Fig. 1: run 1, track usage over the die
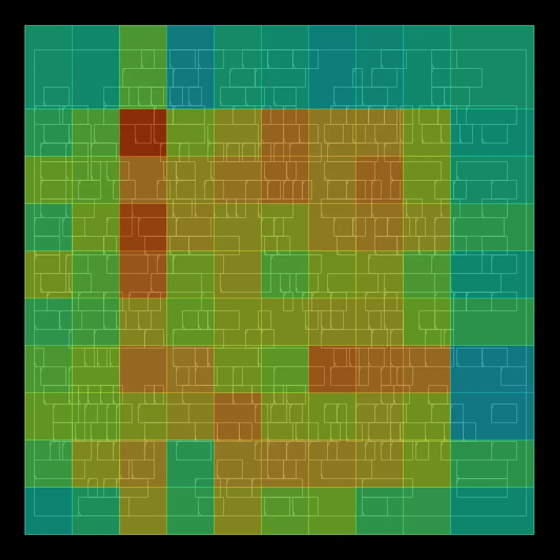
Fig. 2: run 1, placed cells, one color a class
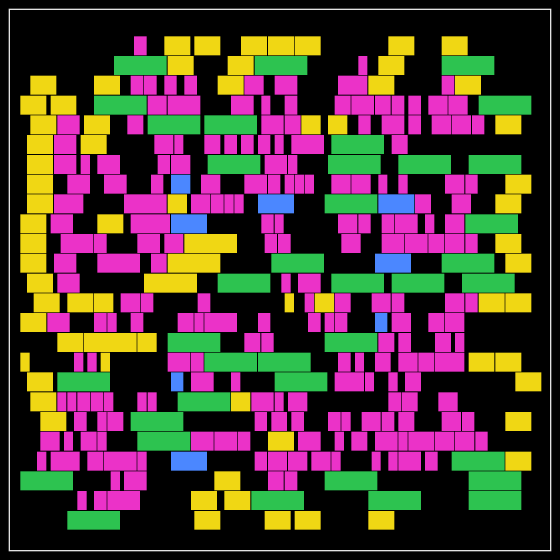
Fig. 3: run 1, metal layers overlaid
Bar = 20 um.
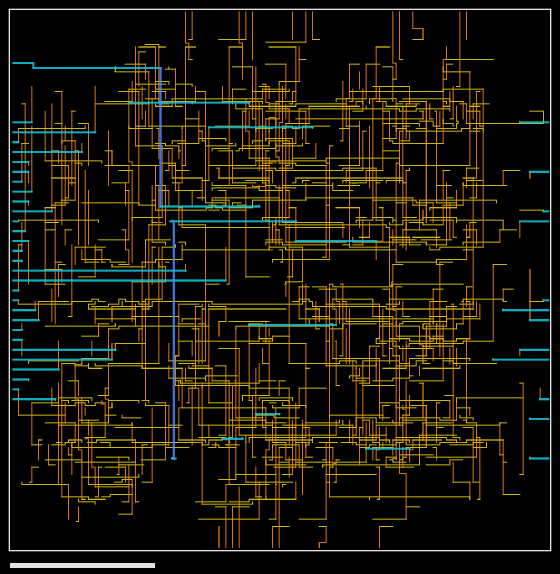
File: src/rtl/hazard_ctrl_pkg.sv
// Shared core definitions: FSM state encodings, the IF_ID NOP word and the zero register.
package hazard_ctrl_pkg;

  typedef enum logic [1:0] {
    RUN   = 2'd0,
    MUL   = 2'd1,
    DRAIN = 2'd2
  } state_e;

  localparam logic [31:0] NOP_INST = 32'hFC000000;
  localparam logic [4:0]  ZERO_REG = 5'd0;

  // A write to the zero register never creates a dependence.
  function automatic logic reg_match(input logic [4:0] dst, input logic [4:0] src);
    return (dst != ZERO_REG) && (dst == src);
  endfunction

endpackage

File: src/rtl/hazard_ctrl_sat_counter.sv
// Saturating up-counter used for the stall and flush performance counters.
module sat_counter #(
  parameter int CNT_W = 16
) (
  input  logic             clk_i,
  input  logic             clear,
  input  logic             inc,
  output logic [CNT_W-1:0] count
);

  always_ff @(posedge clk_i) begin
    if (clear) begin
      count <= '0;
    end else if (inc && (count != {CNT_W{1'b1}})) begin
      count <= count + {{(CNT_W-1){1'b0}}, 1'b1};
    end
  end

endmodule

File: src/rtl/hazard_ctrl.sv
// Pipeline sequencing controller: decides per cycle whether PC, IF_ID, ID_EX and EX_MEM
// advance, hold or take a bubble, and counts stall and redirect cycles.
module hazard_ctrl
  import hazard_ctrl_pkg::*;
#(
  parameter int MUL_LAT = 4,
  parameter int CNT_W   = 16
) (
  input  logic             clk_i,
  input  logic             rst_i,
  input  logic             idex_memread_i,
  input  logic [4:0]       idex_rt_i,
  input  logic [4:0]       ifid_rs_i,
  input  logic [4:0]       ifid_rt_i,
  input  logic             ifid_uses_rt_i,
  input  logic             branch_i,
  input  logic             jump_i,
  input  logic             ex_mul_i,
  input  logic             imem_stall_i,
  output logic             pc_write_o,
  output logic             ifid_hold_o,
  output logic             ifid_flush_o,
  output logic             idex_bubble_o,
  output logic             idex_hold_o,
  output logic             exmem_bubble_o,
  output logic [1:0]       state_o,
  output logic [CNT_W-1:0] stall_cnt_o,
  output logic [CNT_W-1:0] flush_cnt_o
);

  localparam int MC_W = $clog2(MUL_LAT) + 1;

  state_e          state_q, state_d;
  logic [MC_W-1:0] mul_cnt_q, mul_cnt_d;
  logic            mul_start;
  logic            freeze;
  logic            load_use;
  logic            redirect;
  logic            redirect_taken;

  // DRAIN is deliberately excluded: the multiply still sitting in EX must not re-trigger.
  assign mul_start = (MUL_LAT > 1) && ex_mul_i && (state_q == RUN);
  assign freeze    = (state_q == MUL) || mul_start;
  assign load_use  = idex_memread_i &&
                     (reg_match(idex_rt_i, ifid_rs_i) ||
                      (ifid_uses_rt_i && reg_match(idex_rt_i, ifid_rt_i)));
  assign redirect  = branch_i || jump_i;

  always_ff @(posedge clk_i) begin
    if (rst_i) begin
      state_q   <= RUN;
      mul_cnt_q <= '0;
    end else begin
      state_q   <= state_d;
      mul_cnt_q <= mul_cnt_d;
    end
  end

  always_comb begin
    state_d        = state_q;
    mul_cnt_d      = mul_cnt_q;
    pc_write_o     = 1'b0;
    ifid_hold_o    = 1'b0;
    ifid_flush_o   = 1'b0;
    idex_bubble_o  = 1'b0;
    idex_hold_o    = 1'b0;
    exmem_bubble_o = 1'b0;
    redirect_taken = 1'b0;
    if (rst_i) begin
      ifid_flush_o   = 1'b1;
      idex_bubble_o  = 1'b1;
      exmem_bubble_o = 1'b1;
      state_d        = RUN;
      mul_cnt_d      = '0;
    end else if (freeze) begin
      ifid_hold_o    = 1'b1;
      idex_hold_o    = 1'b1;
      exmem_bubble_o = 1'b1;
      if (state_q == RUN) begin
        if (MUL_LAT > 2) begin
          state_d   = MUL;
          mul_cnt_d = MC_W'(MUL_LAT - 2);
        end else begin
          state_d = DRAIN;
        end
      end else begin
        mul_cnt_d = mul_cnt_q - MC_W'(1);
        if (mul_cnt_q == MC_W'(1)) begin
          state_d = DRAIN;
        end
      end
    end else begin
      if (state_q == DRAIN) begin
        state_d = RUN;
      end
      if (load_use) begin
        ifid_hold_o   = 1'b1;
        idex_bubble_o = 1'b1;
      end else if (redirect) begin
        pc_write_o     = 1'b1;
        ifid_flush_o   = 1'b1;
        redirect_taken = 1'b1;
      end else if (imem_stall_i) begin
        ifid_flush_o = 1'b1;
      end else begin
        pc_write_o = 1'b1;
      end
    end
  end

  assign state_o = state_q;

  sat_counter #(.CNT_W(CNT_W)) u_stall_cnt (
    .clk_i (clk_i),
    .clear (rst_i),
    .inc   (!rst_i && !pc_write_o),
    .count (stall_cnt_o)
  );

  sat_counter #(.CNT_W(CNT_W)) u_flush_cnt (
    .clk_i (clk_i),
    .clear (rst_i),
    .inc   (redirect_taken),
    .count (flush_cnt_o)
  );

endmodule
File: config.mk
export PLATFORM = sky130hd
export DESIGN_NAME = hazard_ctrl
export DESIGN_NICKNAME = d
export VERILOG_FILES = /design/src/rtl/hazard_ctrl_pkg.sv /design/src/rtl/hazard_ctrl_sat_counter.sv /design/src/rtl/hazard_ctrl.sv
export SDC_FILE = /design/constraint.sdc
export NUM_CORES = 1
export LEC_CHECK = 0
export CAP_MARGIN = 5
export CORE_UTILIZATION = 41
export CTS_CLUSTER_DIAMETER = 30
export CTS_CLUSTER_SIZE = 20
export DETAILED_ROUTE_END_ITERATION = 7
export PLACE_DENSITY = 0.71
export RECOVER_POWER = 50
export REMOVE_ABC_BUFFERS = 1
export SLEW_MARGIN = 20
export SYNTH_ARGS = -nofsm -noshare
export SYNTH_HDL_FRONTEND = slang
export SYNTH_SLANG_ARGS = --single-unit
File: constraint.sdc
create_clock -name clk_i -period 2.9 [get_ports clk_i]
set_clock_uncertainty 0.15 [all_clocks]
set_input_delay 0.29 -clock clk_i [delete_from_list [all_inputs] [get_ports clk_i]]
set_output_delay 0.29 -clock clk_i [all_outputs]
set_load 0.05 [all_outputs]
==> impl_metrics.csv, run 1 <==
group,metric,value,unit
status,outcome,"complete, no violations",
detailed_routing,route.met3.wl,306,um
timing,hold_viol,0,
clock_tree,cts.repair.resized,0,
detailed_routing,drtIter0Drc,147,
worst_setup_path,reg2reg_from,"u_flush_cnt.count[2]$_SDFFE_PP0P_",
worst_setup_path,worst_setup_path_start_kind,"input pin",
placed_design,globalplace.congestion,0.764,
clock_tree,htree_num_levels,2,
timing,final_max_slew_viol_count,0,
global_route,grt_pass1_wl,8830,um
timing,setup-violations-final,0,
clock_tree,clk_root_buffer_cell,"sky130_fd_sc_hd__clkbuf_8",
synthesis,postSynth.topFlopCell,"sky130_fd_sc_hd__dfxtp_1",
synthesis,largest_area_cell,"sky130_fd_sc_hd__dfxtp_1",
finish,layout_top_cell,"sky130_fd_sc_hd__dfxtp_1",
detailed_routing,ant_nets,0,
clock_tree,cts_hold_repair.buffers,0,
clock_tree,postCtsSetupBuffers,0,
placed_design,placement.cell_area,2880,sq um
synthesis,syn-mean-instance-area,8.24,sq um
worst_setup_path,cpPeakStageDelay,0.57,ns
detailed_routing,wl_met2,2560,um
timing,slew_headroom,61.0,%
power,total_leakage_power,0.00108,uW
finish,area_growth,37.7,%
power,peakVddDrop,0.236,mV
min_path,hold_path_class,"reg -> reg",
worst_setup_path,internal_reg_to_reg_setup_slack,0.62,ns
finish,finish.utilization,60.4,%
synthesis,topCellsByArea,"sky130_fd_sc_hd__dfxtp_1 (35%), sky130_fd_sc_hd__or4_1 (6.0%), sky130_fd_sc_hd__a21oi_1 (5.6%), sky130_fd_sc_hd__o31ai_1 (4.9%), sky130_fd_sc_hd__nor2_1 (3.9%)",
run,maxcap_viol_count,0,
detailed_routing,wl_met1,2450,um
synthesis,synth_stat.cells,260,
worst_setup_path,timing.critical_path.slowest_stage_cell,"sky130_fd_sc_hd__or4_4",
detailed_routing,routed.top_layer,"met4",
global_route,grt_pass1_vias,1960,
finish,mostFrequentLayoutCells,"sky130_fd_sc_hd__dfxtp_1 (37), sky130_fd_sc_hd__dlygate4sd3_1 (33), sky130_fd_sc_hd__a21oi_1 (24), sky130_fd_sc_hd__clkdlybuf4s50_1 (23), sky130_fd_sc_hd__nor2_1 (22)",
timing,finalSetupTns,0,ns
synthesis,top_area_share,34.6,%
die,design.die.area,5520,sq um
timing,highest_achievable_clock_rate,0.366,GHz
placed_design,total_of_buffers_placed_on_input_and_output_ports,62,
placed_design,preCtsSetupSlack,0.111,ns
synthesis,yosysChipArea,2140,sq um
die,core_util_floorplan,43.9,%
synthesis,seq_area_frac_synth,34.6,%
global_route,maximum_number_of_pins_on_one_net_before_global_route_repair,34,
clock_tree,insertion_delay,0.29,ns
worst_setup_path,end_kind,"output pin",
finish,fraction_of_layout_instances_using_a_drive_strength_above_1,9.60,%
timing,timing.final.ws_setup,0.170,ns
timing,finalCritPeriodShare,94.2,%
worst_setup_path,path_class,"in -> out",
worst_setup_path,terminus_of_the_critical_flop_to_flop_path,"u_flush_cnt.count[15]$_SDFFE_PP0P_",
clock_tree,worst_setup_hold_path_clk_slew,0.07,ns
min_path,min_delay_worst_endpoint,"u_flush_cnt.count[15]$_SDFFE_PP0P_",
detailed_routing,first_pass_iters,4,
timing,final_period_minus_worst_setup_slack,2.73,ns
worst_setup_path,crit_chain,"clkdlybuf4s50_1 > or4_4 > o21ai_4 > o21ai_2 > buf_12 > a211oi_1 > buf_4",
clock_tree,cts_buffer_depth,2,
global_route,grt-ovfl-total,0,
synthesis,synthDistinctLibCells,46,
worst_setup_path,reg2reg_depth,6,
timing,worstMarginPinSlew,0.587,ns
## Picture notes: Fig. 1
GR Layer Usage met1: 26.0%
Routed WL per cell: 13.7 um

## Picture notes: Fig. 2
| class | color | cells |
|---|---|---|
| remaining buffers and delay cells | yellow | 70 |
| registers | green | 37 |
| remaining logic cells | magenta | 208 |
| clock drivers and dummy loads | blue | 8 |
placeable core area: 4880 sq um
row count: 25

## Picture notes: Fig. 3
| layer | color | wire length |
|---|---|---|
| M4 | blue | 51.7 um |
| M2 | orange | 2,560 um |
| M1 | yellow | 2,450 um |
| M3 | cyan | 307 um |
total length of routed wires: 5360 um
vias after detailed routing: 2,239
total global-route track usage: 20.4%

-- run 1: cell families after synthesis --
family	Yosys count	synth area share, %
muxes	4	2.10
buffers and inverters	25	5.55
DFF	37	34.6
xor gates and xnor gates	10	4.09
AOI/OAI and AO/OA	69	21.9
and+or+nand+nor	111	29.4
adders and majority gates	4	2.34
-- run 1: through the flow --
stage	hold WS, ns	cells	total power [uW]
2_1_floorplan	0.209	245	662
3_3_place_gp	0.331	382	774
3_5_place_dp	0.334	382	777
4_1_cts	0.347	390	1140
5_1_grt	0.384	390	1180
6_report	0.347	390	1120
-- run 1: worst max-delay path: cells and delay by family --
family | cells | cell delay [ns]
buffers and inverters | 3 | 0.90
AND-OR/OR-AND | 3 | 0.52
AND/OR/NAND/NOR | 1 | 0.57
-- run 1: routing by layer --
layer,global-route usage (%),vias up
li1,-,1125
met1,26.0,1050
met2,34.3,60
met3,5.01,4
met4,5.66,0
met5,0,-
-- run 1: state kept, by name (all words and copies together) (netlist names) --
| name | count |
|---|---|
| mul_cnt_q | 3 |
| state_o | 2 |
| u_flush_cnt.count | 16 |
| u_stall_cnt.count | 16 |
-- run 1: area by class of cell --
| cell class | count | area, sq um | share of cell area (%) |
|---|---|---|---|
| clock buffer | 5 | 68.8 | 2.33 |
| timing repair buffer | 70 | 704 | 23.9 |
| inverter | 10 | 37.5 | 1.27 |
| tap | 67 | 83.8 | 2.84 |
| sequential | 37 | 741 | 25.1 |
| clock inverter | 3 | 17.5 | 0.594 |
| multi-input combinational | 198 | 1300 | 44.0 |
-- run 1: how the worst max path moves through the flow --
stage                                      startpoint                            endpoint  slack, ns  depth (start not counted)
floorplan           u_stall_cnt.count[4]$_SDFFE_PP0P_  u_stall_cnt.count[10]$_SDFFE_PP0P_      -0.50                          5
global placement                         idex_rt_i[4]  u_stall_cnt.count[10]$_SDFFE_PP0P_       0.18                          7
detailed placement                       idex_rt_i[1]  u_flush_cnt.count[11]$_SDFFE_PP0P_       0.11                          8
CTS                                      idex_rt_i[1]                          pc_write_o       0.17                          8
global route                             idex_rt_i[1]                          pc_write_o       0.07                          7
finish                                   idex_rt_i[1]                          pc_write_o       0.17                          7
-- run 1: where the power goes --
group          switching, uW  internal, uW  total [uW]
combinational            134          92.4         227
sequential              11.6           518         530
clock                    195           166         361
total                    341           777        1120
## Run 2: what changed since run 1
Settings changed: MAX_ROUTING_LAYER set to met4, SLEW_MARGIN 20 to 30.
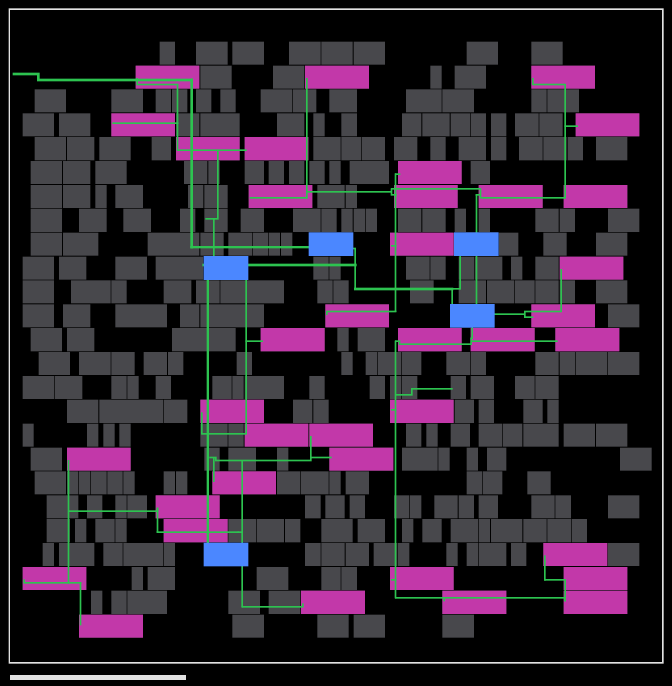
Fig. 4. Clock distribution (run 2).
Bar = 20 um.
[flip-flops] magenta | count: 37
[clock-net drivers] blue | count: 5
[clock wires] green | length: 510 um
routed clock nets: 6
flops lie: widely spread
power share of the clock group: 32.3%
clock distribution power: 361 uW

==> run 2 against run 1 <==
Compared with the run above:
- die size unchanged
- area after synthesis unchanged
- clock power about the same
- combinational power about the same
- hold slack unchanged
- core utilization unchanged
- critical path depth unchanged
- synthesized cell count unchanged
- via count unchanged
- non-clock buffer count unchanged
- worst setup slack about the same
- clock-buffer cell count unchanged
- critical endpoint unchanged
==> impl_metrics.csv, run 2 <==
group,metric,value,unit
detailed_routing,drtIter0Drc,147,
timing,highest_achievable_clock_rate,0.366,GHz
die,rows,25,
worst_setup_path,path_class,"in -> out",
timing,worstMarginPinSlew,0.587,ns
power,total_leakage_power,0.00108,uW
clock_tree,postCtsSetupBuffers,0,
finish,layout_top_registers,"u_flush_cnt.count x16, u_stall_cnt.count x16, mul_cnt_q x3",
synthesis,postSynth.topFlopCell,"sky130_fd_sc_hd__dfxtp_1",
detailed_routing,ant_nets,0,
synthesis,yosys-mux-area-fraction,2.10,%
timing,finalSetupTns,0,ns
detailed_routing,first_pass_iters,4,
status,outcome,"complete, no violations",
clock_tree,insertion_delay,0.29,ns
worst_setup_path,startpoint,"idex_rt_i[1]",
finish,mostFrequentLayoutCells,"sky130_fd_sc_hd__dfxtp_1 (37), sky130_fd_sc_hd__dlygate4sd3_1 (33), sky130_fd_sc_hd__a21oi_1 (24), sky130_fd_sc_hd__clkdlybuf4s50_1 (23), sky130_fd_sc_hd__nor2_1 (22)",
detailed_routing,routed_wire_length_per_instance,13.7,um
synthesis,largest_area_cell,"sky130_fd_sc_hd__dfxtp_1",
synthesis,aoi_share,21.9,%
detailed_routing,vias_after_detailed_routing,2239,
global_route,maximum_number_of_pins_on_one_net_before_global_route_repair,34,
timing,rsz0062_at_grt,"no",
timing,final_period_minus_worst_setup_slack,2.73,ns
die,floorplan.die.width,74.3,um
synthesis,synth-xor-area-share,4.09,%
worst_setup_path,path_delay_family,"buffers and inverters",
placed_design,globalplace.congestion,0.774,
min_path,hold_path_class,"reg -> reg",
finish,area_growth,37.7,%
global_route,grt-ovfl-total,0,
synthesis,post_synth_and_or_nand_nor_area_fraction,29.4,%
worst_setup_path,arrival_time_reported_for_the_critical_path_endpoint,2.29,ns
synthesis,yosysChipArea,2140,sq um
die,coreArea,4880,sq um
synthesis,topCellsByArea,"sky130_fd_sc_hd__dfxtp_1 (35%), sky130_fd_sc_hd__or4_1 (6.0%), sky130_fd_sc_hd__a21oi_1 (5.6%), sky130_fd_sc_hd__o31ai_1 (4.9%), sky130_fd_sc_hd__nor2_1 (3.9%)",
detailed_routing,vias_per_cell,5.74,
synthesis,syn-mean-instance-area,8.24,sq um
timing,final_max_slew_viol_count,0,
synthesis,seq_area_frac_synth,34.6,%
worst_setup_path,end_kind,"output pin",
global_route,grt_pass1_wl,8830,um
timing,hold_ws,0.347,ns
power,power_density,379,nW/um^2
clock_tree,worst_setup_hold_path_clk_slew,0.07,ns
synthesis,synth.ff_latch_count,37,
clock_tree,clk_root_buffer_cell,"sky130_fd_sc_hd__clkbuf_8",
global_route,grt_pass1_vias,1960,
timing,setup-violations-final,0,
synthesis,syn_inst,260,
worst_setup_path,cpPeakStageDelay,0.57,ns
timing,slew_headroom,61.0,%
power,post_layout_power,1120,uW
synthesis,fa_ha_area_share,2.34,%
power,peakVddDrop,0.236,mV
synthesis,top_area_share,34.6,%
worst_setup_path,crit_buf_inv,3,
detailed_routing,drt-total-wl,5360,um
synthesis,netlist_logic_family_top,"simple AND/OR/NAND/NOR gates",
die,core_util_floorplan,43.9,%
finish,layout_top_cell,"sky130_fd_sc_hd__dfxtp_1",
clock_tree,htree_num_levels,2,
worst_setup_path,worst_setup_path_start_kind,"input pin",
worst_setup_path,crit_chain,"clkdlybuf4s50_1 > or4_4 > o21ai_4 > o21ai_2 > buf_12 > a211oi_1 > buf_4",
timing,hold_viol,0,
run,tool_warnings,26,
clock_tree,clock_tree_from_tritoncts,"built",
run,maxcap_viol_count,0,
synthesis,synth_stat.cells,260,
clock_tree,cts_buffer_depth,2,
timing,finalCritPeriodShare,94.1,%
placed_design,total_of_buffers_placed_on_input_and_output_ports,62,
worst_setup_path,timing.critical_path.slowest_stage_cell,"sky130_fd_sc_hd__or4_4",
synthesis,synthDistinctLibCells,46,
worst_setup_path,reg2reg_from,"u_flush_cnt.count[2]$_SDFFE_PP0P_",
finish,fraction_of_layout_instances_using_a_drive_strength_above_1,9.60,%
die,design.die.area,5520,sq um
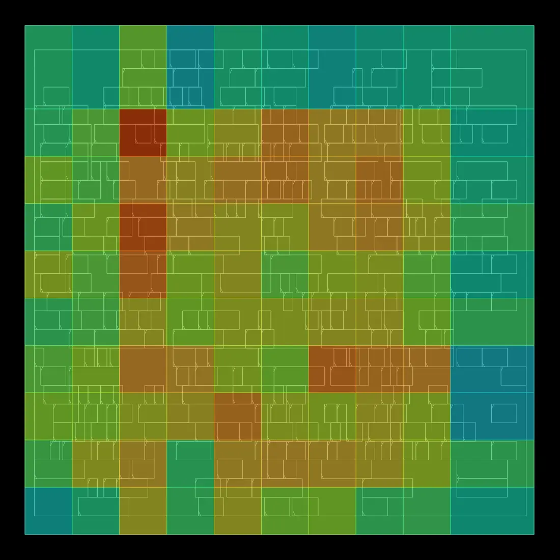
Fig. 5. Track usage over the die (run 2).
GR Layer Usage met3: 4.74%
gr busiest metal: met2
Final Core Density: 60.4%
total global-route track usage: 21.0%

[run 2: cell counts in the layout (fill, tap and decap cells not counted)]
Identical to the previous run, type by type.
[run 2: cells by family after synthesis]
group,after synthesis
AND-OR/OR-AND,69
XOR/XNOR,10
adder cells (fa/ha/maj),4
buffers and inverters,25
flip-flops,37
multiplexers,4
AND/OR/NAND/NOR,111
[run 2: area by class of cell]
class / instances / area [sq um]
Clock buffer: 5 / 68.8
Clock inverter: 3 / 17.5
Fill cell: 488 / 1930
Inverter: 10 / 37.5
Multi-Input combinational cell: 198 / 1300
Sequential cell: 37 / 741
Tap cell: 67 / 83.8
Timing Repair Buffer: 70 / 704
[run 2: worst paths after layout]
check                                        to  slack [ns]  depth (start not counted)
min          u_flush_cnt.count[15]$_SDFFE_PP0P_        0.35                          2
max                                  pc_write_o        0.17                          7
max reg2reg  u_flush_cnt.count[15]$_SDFFE_PP0P_        0.62                          6
min reg2reg  u_flush_cnt.count[15]$_SDFFE_PP0P_        0.35                          2
[run 2: report_power, final]
| part | internal [uW] | leakage, uW | switching, uW |
|---|---|---|---|
| registers | 518 | 0.000299 | 11.6 |
| clock network | 166 | 0.0000439 | 195 |
| logic | 92.4 | 0.000735 | 134 |
[run 2: per-layer routing]
| metal | global-route usage, % | vias to the layer above | part of all wire (%) |
|---|---|---|---|
| met5 | - | - | 0 |
| met4 | 5.66 | 0 | 0.95 |
| met3 | 4.74 | 4 | 5.4 |
| met2 | 34.3 | 60 | 48 |
| met1 | 26.2 | 1050 | 46 |
| li1 | - | 1125 | - |
[run 2: worst reg2reg max path, cell delays in order (launching register included)]
cell and delay, ns:
sky130_fd_sc_hd__dfxtp_1 0.44, sky130_fd_sc_hd__nand4_1 0.15, sky130_fd_sc_hd__nor2_1 0.20, sky130_fd_sc_hd__nand3_1 0.24
sky130_fd_sc_hd__or4_1 0.49, sky130_fd_sc_hd__or4_1 0.41, sky130_fd_sc_hd__a21oi_1 0.14
[run 2: repair_timing]
action	4_1_cts	5_1_grt
resized	0	1
hold buffers	0	0
endpoints found under the setup margin	0	1
hold endpoints to repair	0	0
[run 2: stage by stage]
stage / area, sq um / cells / setup WS (ns)
5_1_grt: 2950 / 390 / 0.0712
3_3_place_gp: 2880 / 382 / 0.180
6_report: 2950 / 390 / 0.170
2_1_floorplan: 2060 / 245 / -0.498
3_5_place_dp: 2880 / 382 / 0.111
4_1_cts: 2970 / 390 / 0.171
Power figures rest on the tool's default switching activity, not on a simulated workload.
